==> images/final_placement.png <==
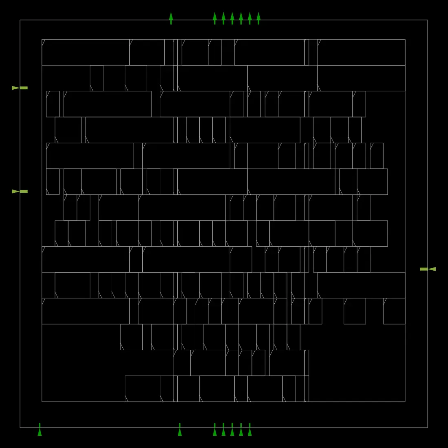
==> images/density.png <==
The bar under the picture is 10 um long. The die is cut into 9 by 9 equal tiles; white is low, dark blue is high, 0 to 100% covered.
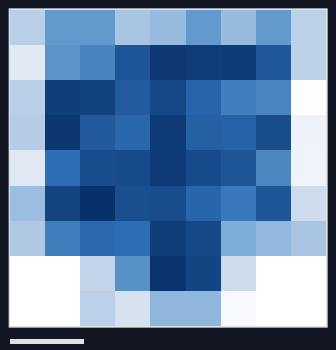
==> images/registers.png <==
The bar under the picture is 10 um long.
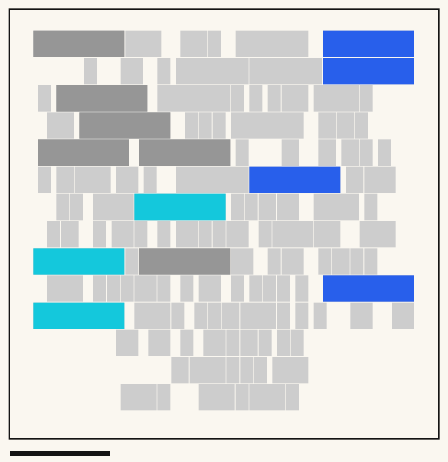
==> images/pdn.png <==
The bar under the picture is 10 um long. Pins as bars on the die edge. Tap cells in gray.
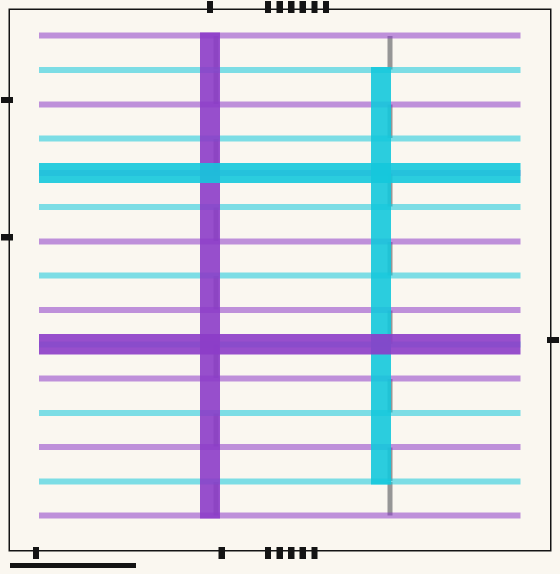
## src/rtl/pipeline_hazard_ctl_if.sv

```systemverilog
// Hazard-control bundle between the decode/memory side (master) and the
// hazard controller (slave).
interface pipeline_hazard_ctl_if;
  logic id_valid;
  logic stall_fetch;
  logic return_in_pipeline;
  logic halt;
  logic illegal_opcode_exception;
  logic ret_target_valid;
  logic mem_busy;
  logic irq_req;
  logic pc_stall;
  logic if_id_stall;
  logic if_id_flush;
  logic id_ex_flush;
  logic pipe_freeze;
  logic exc_ack;
  logic halted;

  modport master (
    output id_valid, stall_fetch, return_in_pipeline, halt,
           illegal_opcode_exception, ret_target_valid, mem_busy, irq_req,
    input  pc_stall, if_id_stall, if_id_flush, id_ex_flush, pipe_freeze,
           exc_ack, halted
  );

  modport slave (
    input  id_valid, stall_fetch, return_in_pipeline, halt,
           illegal_opcode_exception, ret_target_valid, mem_busy, irq_req,
    output pc_stall, if_id_stall, if_id_flush, id_ex_flush, pipe_freeze,
           exc_ack, halted
  );
endinterface

```

## src/rtl/pipeline_hazard_ctl.sv

```systemverilog
// Pipeline hazard controller: CALL/RET/exception/HALT sequencing with a
// memory-busy freeze overlay. Optional macro HALT_IRQ_WAKE_EN lets irq_req wake HALT.
module pipeline_hazard_ctl #(
  parameter int CALL_STALL_CYCLES = 2
) (
  input logic             clk,
  input logic             rst_n,
  pipeline_hazard_ctl_if.slave hz
);

  typedef enum logic [2:0] {RUN, CALL_WAIT, RET_WAIT, EXC, HALT} state_t;

  localparam logic [3:0] CNT_LOAD = 4'(CALL_STALL_CYCLES - 1);

  state_t     state, state_d;
  logic [3:0] cnt, cnt_d;
  logic       wake;

  logic r_pc_stall, r_if_id_stall, r_if_id_flush, r_id_ex_flush;
  logic r_exc_ack, r_halted;
  logic busy;

`ifdef HALT_IRQ_WAKE_EN
  assign wake = hz.irq_req;
`else
  logic unused_irq;
  assign unused_irq = hz.irq_req;
  assign wake       = 1'b0;
`endif

  // A busy memory cycle freezes everything, so decode is only sampled when idle.
  always_comb begin
    state_d = state;
    cnt_d   = cnt;
    if (!hz.mem_busy) begin
      case (state)
        RUN: begin
          if (hz.id_valid) begin
            if (hz.illegal_opcode_exception) state_d = EXC;
            else if (hz.halt)                state_d = HALT;
            else if (hz.return_in_pipeline)  state_d = RET_WAIT;
            else if (hz.stall_fetch) begin
              state_d = CALL_WAIT;
              cnt_d   = CNT_LOAD;
            end
          end
        end
        CALL_WAIT: begin
          if (cnt == 4'd0) state_d = RUN;
          else             cnt_d   = cnt - 4'd1;
        end
        RET_WAIT: if (hz.ret_target_valid) state_d = RUN;
        EXC:      state_d = RUN;
        HALT:     if (wake) state_d = RUN;
        default:  state_d = RUN;
      endcase
    end
  end

  // Outputs are decoded from the next state so they are registered with it.
  always_ff @(posedge clk or negedge rst_n) begin
    if (!rst_n) begin
      state         <= RUN;
      cnt           <= 4'd0;
      r_pc_stall    <= 1'b0;
      r_if_id_stall <= 1'b0;
      r_if_id_flush <= 1'b0;
      r_id_ex_flush <= 1'b0;
      r_exc_ack     <= 1'b0;
      r_halted      <= 1'b0;
    end else begin
      state         <= state_d;
      cnt           <= cnt_d;
      r_pc_stall    <= state_d inside {CALL_WAIT, RET_WAIT, HALT};
      r_if_id_stall <= state_d inside {CALL_WAIT, HALT};
      r_if_id_flush <= state_d inside {RET_WAIT, EXC};
      r_id_ex_flush <= state_d inside {EXC, HALT};
      r_exc_ack     <= state_d == EXC;
      r_halted      <= state_d == HALT;
    end
  end

  // Reset must silence the busy overlay too, hence the rst_n qualifier.
  assign busy            = hz.mem_busy & rst_n;
  assign hz.pipe_freeze  = busy;
  assign hz.pc_stall     = r_pc_stall | busy;
  assign hz.if_id_flush  = r_if_id_flush & ~busy;
  assign hz.if_id_stall  = (r_if_id_stall | busy) & ~hz.if_id_flush;
  assign hz.id_ex_flush  = r_id_ex_flush & ~busy;
  assign hz.exc_ack      = r_exc_ack & ~busy;
  assign hz.halted       = r_halted;

endmodule
```

## src/flat_wrapper.sv

```systemverilog
// flat-port wrapper written by rule: the top's interface ports become plain ports
module pipeline_hazard_ctl_flat 
#(
  parameter int CALL_STALL_CYCLES = 2
)
  (clk, rst_n, hz_id_valid, hz_stall_fetch, hz_return_in_pipeline, hz_halt, hz_illegal_opcode_exception, hz_ret_target_valid, hz_mem_busy, hz_irq_req, hz_pc_stall, hz_if_id_stall, hz_if_id_flush, hz_id_ex_flush, hz_pipe_freeze, hz_exc_ack, hz_halted);
  pipeline_hazard_ctl_if hz_i ();
  input logic clk;
  input logic rst_n;
  input wire logic [$bits(hz_i.id_valid)-1:0] hz_id_valid;
  input wire logic [$bits(hz_i.stall_fetch)-1:0] hz_stall_fetch;
  input wire logic [$bits(hz_i.return_in_pipeline)-1:0] hz_return_in_pipeline;
  input wire logic [$bits(hz_i.halt)-1:0] hz_halt;
  input wire logic [$bits(hz_i.illegal_opcode_exception)-1:0] hz_illegal_opcode_exception;
  input wire logic [$bits(hz_i.ret_target_valid)-1:0] hz_ret_target_valid;
  input wire logic [$bits(hz_i.mem_busy)-1:0] hz_mem_busy;
  input wire logic [$bits(hz_i.irq_req)-1:0] hz_irq_req;
  output wire logic [$bits(hz_i.pc_stall)-1:0] hz_pc_stall;
  output wire logic [$bits(hz_i.if_id_stall)-1:0] hz_if_id_stall;
  output wire logic [$bits(hz_i.if_id_flush)-1:0] hz_if_id_flush;
  output wire logic [$bits(hz_i.id_ex_flush)-1:0] hz_id_ex_flush;
  output wire logic [$bits(hz_i.pipe_freeze)-1:0] hz_pipe_freeze;
  output wire logic [$bits(hz_i.exc_ack)-1:0] hz_exc_ack;
  output wire logic [$bits(hz_i.halted)-1:0] hz_halted;
  assign hz_i.id_valid = hz_id_valid;
  assign hz_i.stall_fetch = hz_stall_fetch;
  assign hz_i.return_in_pipeline = hz_return_in_pipeline;
  assign hz_i.halt = hz_halt;
  assign hz_i.illegal_opcode_exception = hz_illegal_opcode_exception;
  assign hz_i.ret_target_valid = hz_ret_target_valid;
  assign hz_i.mem_busy = hz_mem_busy;
  assign hz_i.irq_req = hz_irq_req;
  assign hz_pc_stall = hz_i.pc_stall;
  assign hz_if_id_stall = hz_i.if_id_stall;
  assign hz_if_id_flush = hz_i.if_id_flush;
  assign hz_id_ex_flush = hz_i.id_ex_flush;
  assign hz_pipe_freeze = hz_i.pipe_freeze;
  assign hz_exc_ack = hz_i.exc_ack;
  assign hz_halted = hz_i.halted;
  pipeline_hazard_ctl #(.CALL_STALL_CYCLES(CALL_STALL_CYCLES)) u_core (.clk(clk), .rst_n(rst_n), .hz(hz_i));
endmodule
```

## config.mk

```make
export PLATFORM = sky130hd
export DESIGN_NAME = pipeline_hazard_ctl_flat
export DESIGN_NICKNAME = d
export VERILOG_FILES = /design/src/rtl/pipeline_hazard_ctl_if.sv /design/src/rtl/pipeline_hazard_ctl.sv /design/src/flat_wrapper.sv
export SDC_FILE = /design/constraint.sdc
export NUM_CORES = 1
export LEC_CHECK = 0
export ABC_AREA = 1
export CORE_MARGIN = 2
export CORE_UTILIZATION = 52
export DETAILED_ROUTE_END_ITERATION = 12
export PLACE_DENSITY = 0.89
export SETUP_SLACK_MARGIN = 0.4
export SLEW_MARGIN = 20
export SYNTH_ARGS = -nofsm -noshare
export SYNTH_HDL_FRONTEND = slang
export SYNTH_SLANG_ARGS = --single-unit
```

## constraint.sdc

```tcl
create_clock -name clk -period 2.65 [get_ports clk]
set_input_delay 0.3975 -clock clk [delete_from_list [all_inputs] [get_ports clk]]
set_output_delay 0.3975 -clock clk [all_outputs]
set_load 0.05 [all_outputs]
```

==> run notes <==
Item: results of the latest flow run.

- The run finished with clean final reports.
- Detailed-route iteration 0 reported a violation count of 19.
- The worst hold path belongs to the class input pin to asynchronous set/reset pin.
- For this run, the leading register cell type out of synthesis is dfrtp_1.
- The final instance area is 0.00105 mm2.
- The fraction of standard cell area that is sequential is 31.0%.
- Per the layout area report, the combinational gate area comes to 373 um2.
- Of the post-synthesis cell area, the dominant cell type holds 41.5%.
- Detailed placement reports a standard cell area of 0.00102 mm2.
- Internal power comes to 0.553 mW.
- The layout has 23 inverters outside the clock class.
- Ranking logic cells in the layout by count gives the top entries nand2_1 (29), inv_1 (23), dfrtp_1 (13), nor2_1 (9), clkdlybuf4s50_1 (9).
- The power report attributes to the clock group a share of 12.1%.
- The signal on the critical path passes through clkdlybuf4s50_1 -> nand2_1 -> inv_1 -> or2_2 -> buf_12.
- The endpoint class of the critical path is an output port.
- Looking at the area split, the leading class of cells is multi-input combinational cells.
- For this run, the script counts the antenna cells in the layout as 0.
- Summed over all nets, the half-perimeter wirelength after detailed placement is 1.31 mm.
- Clock tree synthesis inserted a total of 3 buffers.
- Sequential cells account for 29.9% of the total power.
- Per the final layout report, the fraction of cells sized above drive strength 1 comes to 19.5%.
- The uppermost signal routing layer after detailed routing is met3.
- The hold violation count in the final report is 0.
- In the final timing run, aggregate negative setup slack is 0 ps.
- The wire length on met3 is 100 um.
- The worst endpoint data arrival time is 1660 ps.
- The buffering overhead is 20.7%.
- The worst setup path startpoint is hz_mem_busy.
- The clock root buffer is clkbuf_4.
- The xor and xnor area share after synthesis is 1.12%.
- The worst path uses 77.8% of the clock period.
- The flow reports power dissipated in sequential cells as 0.301 mW.
- According to the CTS report, the clock sink count is 13.
- The worst endpoint required time is 2250 ps.
- Yosys stat counts 108 cells in the synthesized netlist.
- The met3 track demand over resource in global routing is 7.66%.
- The largest registers in the layout are u_core.cnt: 4 flops, u_core.state: 3 flops.
- The worst slew margin relative to its limit is 67.2%.
- The maximum number of pins on one net before global-route repair is 14.
- The largest fanout on the critical path is 6.
- The TritonCTS clock tree is yes.
- After detailed routing, the total wire length is 1.59 mm.
- The flop count is 13.
- The met2 global-route usage is 36.1%.
- In the final routing, the length of wire on met1 measures 638 um.
- Setup violations remaining at the end of the flow were counted as 0.
- The cell-mix breakdown from Yosys lists the compound-gate area share as 3.35%.
- The critical-path cell with the highest stage delay is clkdlybuf4s50_1.
- The most critical setup path has its endpoint at hz_pc_stall.
- The number of clock buffers in the layout is 3.
- The maximum buffer depth of the clock tree is 2.
- Per the layout report, the design carries 16 non-clock buffers.
- The area occupied by registers is 325 um2.
- From synthesis to final layout, the design area changed by 33.8%.
- The number of iterations in the first detailed-routing pass is 5.
- The run reported a max-capacitance violation count of 0.
- At the later pin of the worst-skew pair, clock insertion delay measures 270 ps.
- Per the placement report, the placed cell count is 140.
- In this run the tool buffered the top-level ports with 15 buffer cells.
- The main logic family after synthesis is simple AND/OR/NAND/NOR gates.
- Ranked by instance count, the synthesized netlist is headed by nand2_1 (29), inv_1 (23), dfrtp_1 (13).
- After synthesis, the mean cell area works out to 7.26 um2.
- The remaining number of nets flagged by the antenna check after routing is 0.
- The cell count after synthesis is 108.
- The number of vias per cell after detailed routing is 5.00.
- The setup slack on the worst flop-to-flop path is 1230 ps.
- Global routing consumed, on the met1 layer, 27.0% of the routing resources.
- Per the CTS log, the maximum H-tree level is 1.
- Per the breakdown, switching nets consume 45.2% of all power.
- The worst path setup slack after routing is 588 ps.
- The synthesized net count is 120.
- The biggest slice of the total power is consumed by combinational logic.
- The report lists the power per cell area as 961 mW/mm2.
- The flip-flop count of the largest register, all copies and words added is 4.
- The clock-cell share of area is 2.62%.
- The initial antenna violation count is 0.
- The number of hold buffers added after CTS is 0.
- The worst register-to-register path depth is 8.
- The STA report counts the stages on the worst setup path as 5.
- The startpoint of the worst register-to-register path is u_core.state[1].
- Counting only logic cells after layout, the most numerous master is nand2_1.
- The actual transition at the worst max-transition pin is 491 ps.
- met2 is the most crowded layer.
- Counting flops with a built-in enable in the synthesized netlist gives 0.
- In this run the post-CTS setup repair buffer count came out at 0.
- The capture point of the worst register-to-register path is recorded as u_core.r_pc_stall.
- After its last routability iteration, the placer logged a weighted congestion of 0.802.
- The count of yosys warnings during synthesis is 0.
- The kind of cell with the highest combined delay along the critical path is buffers and inverters.
Notes on final_placement.png above:
area of the core: 0.00145 mm2
# Taps: 16
floorplan row count: 14
utilization after layout: 72.2%
count of non-filler cells in the finished layout: 144

Notes on density.png above:
- tiles over 75% full: 43%
- emptiest ninth of the die: lower right
- densest ninth of the die: center
- mean over tiles: 56%
- nearly empty tiles: 11%
effective utilization at floorplan: 54.0%

Notes on registers.png above:
- u_core.state: cyan (flops 3)
- u_core.cnt: blue (flops 4)
- not colored: 6

Notes on pdn.png above:
- VDD: cyan
- VSS: purple
- met4 straps: 2
- tap cells: 16
- rows: 14
die extent in y: 42.8 um
chip width: 42.8 um
maximum resistive drop on vdd: 0.000694 V

Power figures rest on the tool's default switching activity, not on a simulated workload.
